[config.mk]
export PLATFORM = sky130hd
export DESIGN_NAME = apb_gpio
export DESIGN_NICKNAME = d
export VERILOG_FILES = /design/src/rtl/apb_gpio.sv
export SDC_FILE = /design/constraint.sdc
export NUM_CORES = 1
export LEC_CHECK = 0
export CAP_MARGIN = 5
export CORE_ASPECT_RATIO = 1.5
export CORE_MARGIN = 5
export CORE_UTILIZATION = 38
export DETAILED_ROUTE_END_ITERATION = 7
export PLACE_DENSITY = 0.69
export RECOVER_POWER = 50
export SYNTH_ARGS = -nofsm -noshare
export SYNTH_HDL_FRONTEND = slang
export SYNTH_SLANG_ARGS = --single-unit
[constraint.sdc]
create_clock -name clk -period 5.3 [get_ports clk]
set_clock_uncertainty 0.2 [all_clocks]
set_input_delay 1.06 -clock clk [delete_from_list [all_inputs] [get_ports clk]]
set_output_delay 1.06 -clock clk [all_outputs]
set_load 0.1 [all_outputs]
[src/rtl/apb_gpio.sv]
// APB-attached GPIO block: output data with set/clear/toggle aliases, direction,
// synchronised inputs and rising-edge interrupts with write-1-to-clear status.
module apb_gpio #(
  parameter int          WIDTH       = 8,
  parameter logic [31:0] BASE_ADDR   = 32'h8000_0000,
  parameter logic [31:0] RESET_VAL   = 32'h0000_0080,
  parameter int          SYNC_STAGES = 2
) (
  input  logic             clk,
  input  logic             reset,
  input  logic [31:0]      paddr,
  input  logic             pwrite,
  input  logic             psel,
  input  logic             penable,
  input  logic [31:0]      pwdata,
  output logic [31:0]      prdata,
  output logic             pready,
  output logic             pslverr,
  input  logic [WIDTH-1:0] gpio_in,
  output logic [WIDTH-1:0] gpio_out,
  output logic [WIDTH-1:0] gpio_oe,
  output logic             irq
);

  typedef enum logic [1:0] {
    ST_IDLE = 2'd0,
    ST_WAIT = 2'd1,
    ST_ACK  = 2'd2
  } state_t;

  state_t state_q, state_d;

  // Handshake: a transfer is a setup cycle (psel=1, penable=0), then access
  // cycles with psel=penable=1; the block answers with pready=1 for exactly one
  // cycle (ACK) after one wait cycle, and the access completes on that edge.
  always_ff @(posedge clk or posedge reset) begin
    if (reset) state_q <= ST_IDLE;
    else       state_q <= state_d;
  end

  always_comb begin
    state_d = state_q;
    case (state_q)
      ST_IDLE: if (psel && !penable) state_d = ST_WAIT;
      ST_WAIT: state_d = (psel && penable) ? ST_ACK : ST_IDLE;
      ST_ACK:  state_d = ST_IDLE;
      default: state_d = ST_IDLE;
    endcase
  end

  // Access attributes captured on entry to ACK so ACK does not depend on the bus.
  logic        hit_q;
  logic        wr_q;
  logic [2:0]  off_q;
  logic [31:0] wdata_q;

  always_ff @(posedge clk or posedge reset) begin
    if (reset) begin
      hit_q   <= 1'b0;
      wr_q    <= 1'b0;
      off_q   <= 3'd0;
      wdata_q <= 32'd0;
    end else if (state_q == ST_WAIT && psel && penable) begin
      hit_q   <= (paddr[31:5] == BASE_ADDR[31:5]);
      wr_q    <= pwrite;
      off_q   <= paddr[4:2];
      wdata_q <= pwdata;
    end
  end

  logic             ack;
  logic             err;
  logic             do_wr;
  logic [WIDTH-1:0] wmask;
  logic [WIDTH-1:0] clr_mask;

  assign ack   = (state_q == ST_ACK);
  assign err   = !hit_q || (wr_q && off_q == 3'd5);
  assign do_wr = ack && wr_q && !err;
  assign wmask = wdata_q[WIDTH-1:0];
  assign clr_mask = (do_wr && off_q == 3'd7) ? wmask : '0;

  logic [WIDTH-1:0] data_out_q;
  logic [WIDTH-1:0] dir_q;
  logic [WIDTH-1:0] irq_en_q;
  logic [WIDTH-1:0] irq_stat_q;

  always_ff @(posedge clk or posedge reset) begin
    if (reset) begin
      data_out_q <= RESET_VAL[WIDTH-1:0];
      dir_q      <= '0;
      irq_en_q   <= '0;
    end else if (do_wr) begin
      case (off_q)
        3'd0:    data_out_q <= wmask;
        3'd1:    data_out_q <= data_out_q | wmask;
        3'd2:    data_out_q <= data_out_q & ~wmask;
        3'd3:    data_out_q <= data_out_q ^ wmask;
        3'd4:    dir_q      <= wmask;
        3'd6:    irq_en_q   <= wmask;
        default: ;
      endcase
    end
  end

  // Input synchroniser; the last stage is the architectural DATA_IN.
  logic [WIDTH-1:0] sync_q [SYNC_STAGES];
  logic [WIDTH-1:0] data_in;
  logic [WIDTH-1:0] prev_q;
  logic [WIDTH-1:0] rise;

  always_ff @(posedge clk or posedge reset) begin
    if (reset) begin
      for (int i = 0; i < SYNC_STAGES; i++) sync_q[i] <= '0;
      prev_q <= '0;
    end else begin
      sync_q[0] <= gpio_in;
      for (int i = 1; i < SYNC_STAGES; i++) sync_q[i] <= sync_q[i-1];
      prev_q <= data_in;
    end
  end

  assign data_in = sync_q[SYNC_STAGES-1];
  assign rise    = data_in & ~prev_q;

  // A fresh edge on a bit being cleared in the same cycle keeps the bit set.
  always_ff @(posedge clk or posedge reset) begin
    if (reset) irq_stat_q <= '0;
    else       irq_stat_q <= (irq_stat_q & ~clr_mask) | rise;
  end

  logic [WIDTH-1:0] rd_reg;

  always_comb begin
    rd_reg = '0;
    case (off_q)
      3'd0:    rd_reg = data_out_q;
      3'd4:    rd_reg = dir_q;
      3'd5:    rd_reg = data_in;
      3'd6:    rd_reg = irq_en_q;
      3'd7:    rd_reg = irq_stat_q;
      default: rd_reg = '0;
    endcase
  end

  always_comb begin
    prdata = '0;
    if (ack && hit_q) prdata[WIDTH-1:0] = rd_reg;
  end

  assign pready   = ack;
  assign pslverr  = ack && err;
  assign gpio_out = data_out_q;
  assign gpio_oe  = dir_q;
  assign irq      = |(irq_stat_q & irq_en_q);

  // Byte-lane bits of the address and write data above WIDTH carry no meaning.
  logic unused_bits;
  assign unused_bits = ^{paddr[1:0], wdata_q};

endmodule

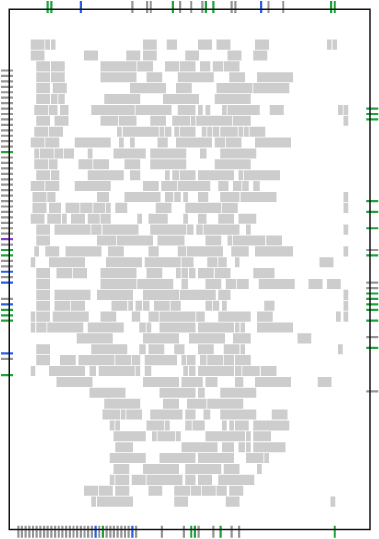
*Pin map, run 1*
Drawn at 4 px/um. Pins as bars across the die edge, other pins in gray.
color	port	pins	direction	edge
purple	pslverr	1	output	left
blue	gpio_in	8	input	4 left, 2 bottom, 2 top
green	prdata	32	output	13 right, 7 top, 7 left, 5 bottom
port bufs: 77
die height: 130 um

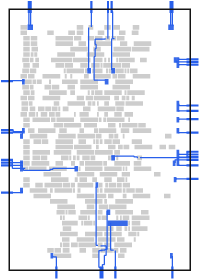
*I/O nets highlighted, run 1*
Drawn at 2 px/um.
color	port	direction	edge	end cells	buffers	wire
blue	prdata	output	13 right, 7 top, 7 left, 5 bottom	32	8	449 um
num ports: 128

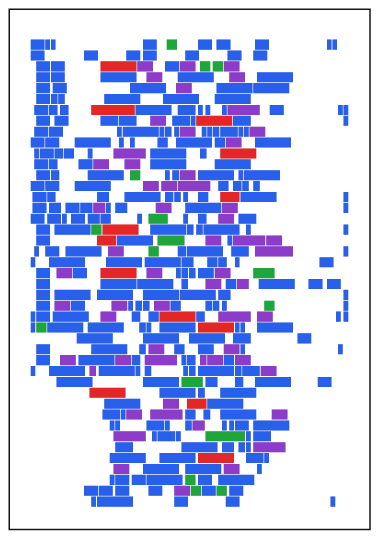
*Cells by drive strength, run 1*
Drawn at 4 px/um.
color	size	cells	share
blue	x1 and smaller	293	77%
red	x6 and larger	13	3.4%
green	x3 and x4	16	4.2%
purple	x2	58	15%
Layout area overhead: 29.5%
Non-CTS buffers: 80
worst setup margin: 1.33 ns

run 1: cell usage in the layout (no fill, tap or decap), types with 5 or more instances in the layout:
cell type | Yosys | layout
nand4_1 | 10 | 10
a22oi_1 | 9 | 9
mux4_2 | 9 | 9
clkdlybuf4s50_1 | 0 | 58
nand2_1 | 6 | 6
mux2_2 | 43 | 43
clkbuf_16 | 0 | 9
conb_1 | 1 | 24
nor4_1 | 5 | 5
ha_1 | 16 | 16
o21ai_0 | 16 | 16
inv_1 | 34 | 34
nor2_1 | 4 | 5
a21oi_1 | 6 | 6
buf_4 | 26 | 11
dfrtp_1 | 70 | 70
dlygate4sd3_1 | 0 | 10
run 1: metrics by stage:
| step | utilization | setup WS, ns | std cells | instance area (um2) |
|---|---|---|---|---|
| global route | 0.505 | 1.15 | 492 | 4700 |
| floorplan | - | 0.514 | 321 | 3740 |
| finish | 0.505 | 1.33 | 492 | 4700 |
| detailed placement | 0.473 | 1.77 | 476 | 4400 |
| CTS | 0.506 | 1.40 | 492 | 4710 |
| global placement | 0.473 | 1.77 | 476 | 4400 |
run 1: sequential cells by signal, indices dropped and copies added, names as in the netlist:
signal and cells:
data_in 8, gpio_oe 8, gpio_out 8, irq_en_q 8
irq_stat_q 8, prev_q 8, sync_q 8, wdata_q 8
off_q 3, state_q 2, hit_q 1, wr_q 1
run 1: cell usage after synthesis:
library cell and number:
dfrtp_1 70, mux2_2 43, inv_1 34, buf_4 26
ha_1 16, o21ai_0 16, nand4_1 10, a22oi_1 9
mux4_2 9, a21oi_1 6, nand2_1 6, buf_2 5
clkbuf_1 5, nor4_1 5, nor2_1 4, nand3_1 3
nand4b_1 3, a21o_1 2, a32oi_1 2, mux2_1 2
mux2_4 2, nor3_1 2, nor4b_1 2, or3b_2 2
a2111oi_0 1, a21boi_0 1, a221oi_1 1, and2_1 1
buf_6 1, conb_1 1, dfstp_2 1, mux2i_1 1
nor2_2 1, nor2b_1 1, nor2b_4 1, nor3b_4 1
o31ai_1 1, or3b_1 1
run 1: critical path: stages (launching register included):
cell and delay, ns:
dfrtp_1 0.78, clkbuf_1 0.73, nor2_1 0.22, a32oi_1 0.26
a21oi_1 0.11, buf_4 0.26
run 1: layer usage:
metal,share of wire,global-route usage
met1,0.38,0.165
met2,0.53,0.263
met5,0,0
met3,0.072,0.0352
met4,0.021,0.0641
run 1: logic make-up after synthesis:
kind of cell / Yosys count
flip-flops: 71
multiplexers: 57
buffers and inverters: 71
AND/OR/NAND/NOR: 43
AND-OR/OR-AND: 39
adder cells (fa/ha/maj): 16
other: 1
run 1: final cells by class:
class / instances / area (um2) / share of cell area
tap: 112 / 140 / 0.0298
sequential: 71 / 1780 / 0.378
timing repair buffer: 80 / 767 / 0.163
multi-input combinational: 179 / 1580 / 0.336
clock inverter: 3 / 40.0 / 0.00852
inverter: 34 / 128 / 0.0271
clock buffer: 13 / 270 / 0.0575
run 1: where the power goes:
| part | switching, mW | internal [mW] | total, mW |
|---|---|---|---|
| clock | 0.217 | 0.401 | 0.619 |
| sequential | 0.0784 | 0.575 | 0.654 |
| combinational | 0.180 | 0.152 | 0.332 |
==> impl_metrics.csv, run 1 <==
group,metric,value,unit
run_status,status,"finished, violations left",
run_status,violations,"max-capacitance violations, max-slew violations",
route,first_iter_violations,208,
timing,worst_slew_pin_slew,1.86,ns
power,powerDensity,341,mW/mm2
worst_hold_path,hold_path_startpoint,"sync_q[14]",
timing,finalCritPeriodShare,0.748,
clock_network,htreeDepth,3,
timing,setup-tns-final,0,ns
grt,grt_max_degree,51,
grt,grt-ovfl-total,0,
grt,grt_pass1_vias,2689,
power,ir_worst_vdd,0.259,mV
setup_path,crit_path_start,"off_q[1]",
floorplanning,fp_util,0.390,
timing,rsz0062_at_grt,"false",
worst_hold_path,hold_end,"data_in[6]",
clock_network,ctsResizeCount,0,
clock_network,clock_latency,0.33,ns
logic_synthesis,seq_area_frac_synth,0.490,
logic_synthesis,yosys_area,0.00363,mm2
timing,fin_hold_ws,0.145,ns
floorplanning,dieArea,0.0116,mm2
logic_synthesis,ys_sh_xor,0,
logic_synthesis,top_area_frac,0.483,
final_layout,antenna_cells,0,
timing,slew_headroom,-0.239,
final_layout,nets,468,
floorplanning,rows,43,
setup_path,worstSetupStartpointType,"flop",
setup_path,worst-setup-path-type,"reg -> out",
route,wirelength,8240,um
timing,hold_viol,0,
logic_synthesis,largest_area_cell,"dfrtp_1",
route,vias_per_cell,5.10,
floorplanning,core-area,0.00931,mm2
floorplanning,die_w,89.8,um
timing,layout_min_cycle_time,3.97,ns
logic_synthesis,ys_cells,298,
clock_network,cts_hold_buf,0,
setup_path,crit_end,"prdata[0]",
grt,grt_antenna_before_repair,0,
route,post-route-drc-count,0,
final_layout,drive_above_1_share,0.229,
logic_synthesis,top_logic_kind,"multiplexers",
logic_synthesis,simple_gate_area_frac,0.0765,
grt,grt_pass1_wl,13500,um
setup_path,end_kind,"output port",
setup_path,required,4.04,ns
setup_path,r2r_slack,2.37,ns
clock_network,root_buffer,"clkbuf_16",
logic_synthesis,avgSynthCellArea,12.2,um2
grt,grtUsageTotal,0.146,
setup_path,rr_worst_depth,4,
worst_hold_path,whs_path_depth,0,
final_layout,fill_cells,817,
clock_network,cts_setup_buffers,0,
logic_synthesis,yosys.cell_types.count,38,
placed_design,hpwl,5990,um
logic_synthesis,top_cells_by_area,"dfrtp_1 (48%), mux2_2 (13%), mux4_2 (5.6%)",
route,dr.pass1.iters,4,
logic_synthesis,ys_sh_adder,0.0552,
job,maxCapViolations,1,
setup_path,reg2reg_to,"gpio_oe[3]",
worst_hold_path,hold_class,"reg -> reg",
power,power.total,1.60,mW
setup_path,arrival,2.71,ns
timing,fmax,252,MHz
clock_network,clk_pin_slew,0.05,ns
logic_synthesis,synth_area,0.00363,mm2
power,power_leakage,2.09,nW
setup_path,rr_startpoint,"off_q[1]",
job,warnings,60,
placed_design,place_congestion,0.768,
route,wire_per_inst,16.7,um
timing,setup_viol,0,
clock_network,cts_buffer_depth,2,
route,route.antenna.remaining_nets,0,
clock_network,cts_tree,"yes",
logic_synthesis,synthMuxAreaShare,0.206,
clock_network,clkSinkCount,71,
timing,slew_viol_final,51,
clock_network,cts_buffers,9,
logic_synthesis,ys_ff,71,
route,vias,2511,
logic_synthesis,ys_sh_aoi,0.0669,
logic_synthesis,ys.warnings.count,0,
setup_path,path_max_fanout,15,
logic_synthesis,synthCells,298,
### Wiring by layer, run 1

Drawn at 4 px/um. Only two layers are drawn.
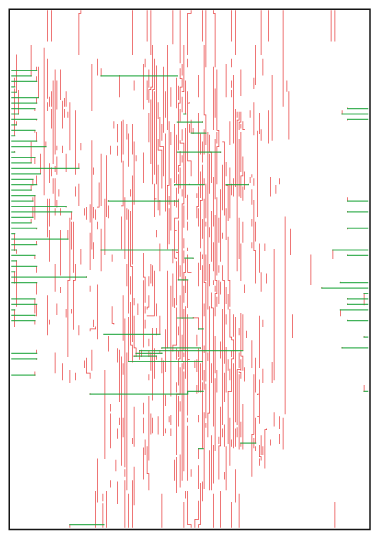

==> run 2, diff against run 1 <==
Clock period 5.3 ns to 4.1 ns, I/O delays scaled along.
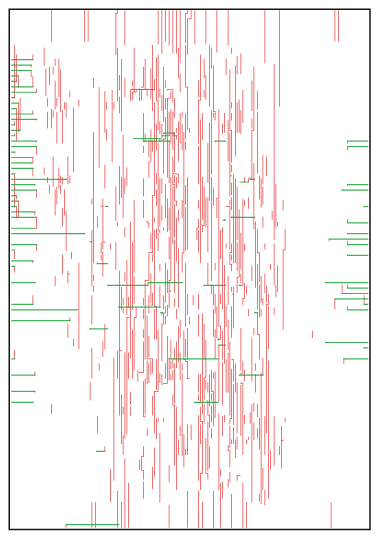
*Wiring by layer, run 2*
Drawn at 4 px/um. Only two layers are drawn.
color	layer	wire length
green	M3	440 um
red	M2	4150 um
via count: 2555
GR Util All Layers: 0.140
routed len/inst: 16.0 um

==> run 2 against run 1 <==
The run still ends with max-capacitance violations, max-slew violations left. Combinational power rose by about 40%. First-iteration DRC count down 51%. Non-clock buffer count grew 5. Synthesized cell count is the same. Sequential share of layout area is 0.47 points lower. Critical endpoint is now prdata[3].
==> impl_metrics.csv, run 2 <==
group,metric,value,unit
logic_synthesis,avgSynthCellArea,12.2,um2
placed_design,place_ws,1.10,ns
setup_path,crit_end,"prdata[3]",
setup_path,arrival,2.31,ns
clock_network,clkSinkCount,71,
logic_synthesis,async_reset_ff_frac,1.00,
timing,rsz0062_at_grt,"false",
timing,setup-tns-final,0,ns
setup_path,required,3.08,ns
power,powerDensity,446,mW/mm2
final_layout,nets,473,
logic_synthesis,yosys.cell_types.count,38,
setup_path,max_stage_delay,0.70,ns
logic_synthesis,synth_area,0.00363,mm2
logic_synthesis,yosys_area,0.00363,mm2
clock_network,cts_hold_buf,0,
floorplanning,dieArea,0.0116,mm2
grt,grt_pass1_vias,2645,
logic_synthesis,largest_area_cell,"dfrtp_1",
floorplanning,io_pins,128,
setup_path,cp_common_cell,"buf_4",
timing,slew_headroom,-0.142,
final_layout,finalInstanceArea,0.00476,mm2
floorplanning,die_w,89.8,um
setup_path,rr_worst_depth,4,
clock_network,clk_pin_slew,0.06,ns
grt,grt_max_degree,72,
logic_synthesis,ys.warnings.count,0,
timing,setup_ws,0.769,ns
final_layout,antenna_cells,0,
timing,hold_viol,0,
setup_path,rr_startpoint,"off_q[1]",
logic_synthesis,synth_top_cell_by_count,"dfrtp_1",
timing,worst_slew_pin_slew,1.71,ns
placed_design,hpwl,5880,um
logic_synthesis,ys_cells,298,
setup_path,reg2reg_to,"irq_en_q[6]",
timing,fmax,300,MHz
logic_synthesis,synthCells,298,
route,vias_per_cell,5.14,
final_layout,syn_to_final_growth,31.2,%
logic_synthesis,seq_area_frac_synth,0.490,
grt,grt_pass1_wl,12800,um
clock_network,cts_setup_buffers,0,
final_layout,final_util,0.511,
final_layout,final_cell_mix,"dfrtp_1 (70), clkdlybuf4s50_1 (59), mux2_2 (43)",
clock_network,cts_tree,"yes",
logic_synthesis,flop_cell,"dfrtp_1",
timing,slew_viol_final,72,
logic_synthesis,top_cells_by_area,"dfrtp_1 (48%), mux2_2 (13%), mux4_2 (5.6%)",
setup_path,r2r_slack,1.59,ns
clock_network,ctsResizeCount,0,
worst_hold_path,hold_class,"reg -> reg",
floorplanning,core-area,0.00931,mm2
placed_design,dp_cells,481,
grt,grt-ovfl-total,0,
logic_synthesis,ys_ff,71,
logic_synthesis,edf_count,0,
clock_network,htreeDepth,3,
run_status,status,"finished, violations left",
power,power_leakage,2.12,nW
timing,finalCritPeriodShare,0.812,
floorplanning,rows,43,
setup_path,worstSetupStartpointType,"flop",
timing,layout_min_cycle_time,3.33,ns
clock_network,cts_buffers,9,
placed_design,port_buffers,77,
floorplanning,die_h,130,um
run_status,violations,"max-capacitance violations, max-slew violations",
grt,grt_antenna_before_repair,0,
setup_path,path_cells,"buf_4 -> and2_1 -> a22oi_1 -> a21oi_1 -> buf_4",
job,warnings,61,
route,post-route-drc-count,0,
timing,setup_viol,0,
final_layout,lay_top_count,"dfrtp_1",
route,wirelength,7940,um
placed_design,placed_area,0.00445,mm2
floorplanning,fp_util,0.390,
setup_path,slowest_stage,"dfrtp_1",
route,route.antenna.remaining_nets,0,
logic_synthesis,top_area_frac,0.483,
placed_design,place_congestion,0.762,
logic_synthesis,ys_top_cells_by_count,"dfrtp_1 (70), mux2_2 (43), inv_1 (34), buf_4 (26)",
final_layout,drive_above_1_share,0.247,
final_layout,finalNonFillerCells,497,
power,ir_worst_vdd,0.283,mV
setup_path,worst-setup-path-type,"reg -> out",
job,maxCapViolations,1,
clock_network,cts_buffer_depth,2,
setup_path,path_max_fanout,14,
timing,fin_hold_ws,0.146,ns
route,first_iter_violations,102,
setup_path,end_kind,"output port",
clock_network,root_buffer,"clkbuf_16",
setup_path,crit_path_start,"off_q[1]",
route,dr.pass1.iters,5,
power,power.total,2.12,mW
clock_network,clock_latency,0.33,ns
run 2: worst max-delay path, delay by kind of cell, from the launching register on:
kind                   cells  cell delay [ns]
AND-OR/OR-AND              2             0.38
flip-flops                 1             0.70
AND/OR/NAND/NOR            1             0.30
buffers and inverters      2             0.60
run 2: layout make-up:
cell class	count	area (um2)
timing repair buffer	85	806
multi-input combinational	179	1580
fill	807	4550
sequential	71	1780
clock buffer	9	225
clock inverter	7	103
inverter	34	128
tap	112	140
run 2: kinds of logic (layout without fill, tap and decap cells):
group / Yosys count / after routing / share of synthesized area
AOI/OAI and AO/OA: 39 / 39 / 0.0669
buffers and inverters: 71 / 135 / 0.104
DFF: 71 / 71 / 0.490
and+or+nand+nor: 43 / 43 / 0.0765
adders and majority gates: 16 / 16 / 0.0552
other: 1 / 24 / 0.00103
muxes: 57 / 57 / 0.206
run 2: where the power goes:
group | internal [mW] | total (mW) | switching, mW
Sequential | 0.744 | 0.821 | 0.0774
Combinational | 0.210 | 0.465 | 0.255
Clock | 0.539 | 0.838 | 0.299
Total | 1.49 | 2.12 | 0.631
run 2: worst min path at each step:
stage,start,endpoint,cells past startpoint
2_1_floorplan,sync_q[8],data_in[0],0
3_3_place_gp,sync_q[9],data_in[1],0
3_5_place_dp,sync_q[12],data_in[4],0
4_1_cts,sync_q[9],data_in[1],0
5_1_grt,sync_q[8],data_in[0],0
6_report,sync_q[9],data_in[1],0
run 2: routing by layer:
metal	wire length, um	track usage	part of all wire
met1	3040	0.158	0.38
met2	4150	0.242	0.52
met3	439	0.0213	0.055
met4	310	0.0952	0.039
met5	0	0	0
Power and IR drop assume default switching activity.
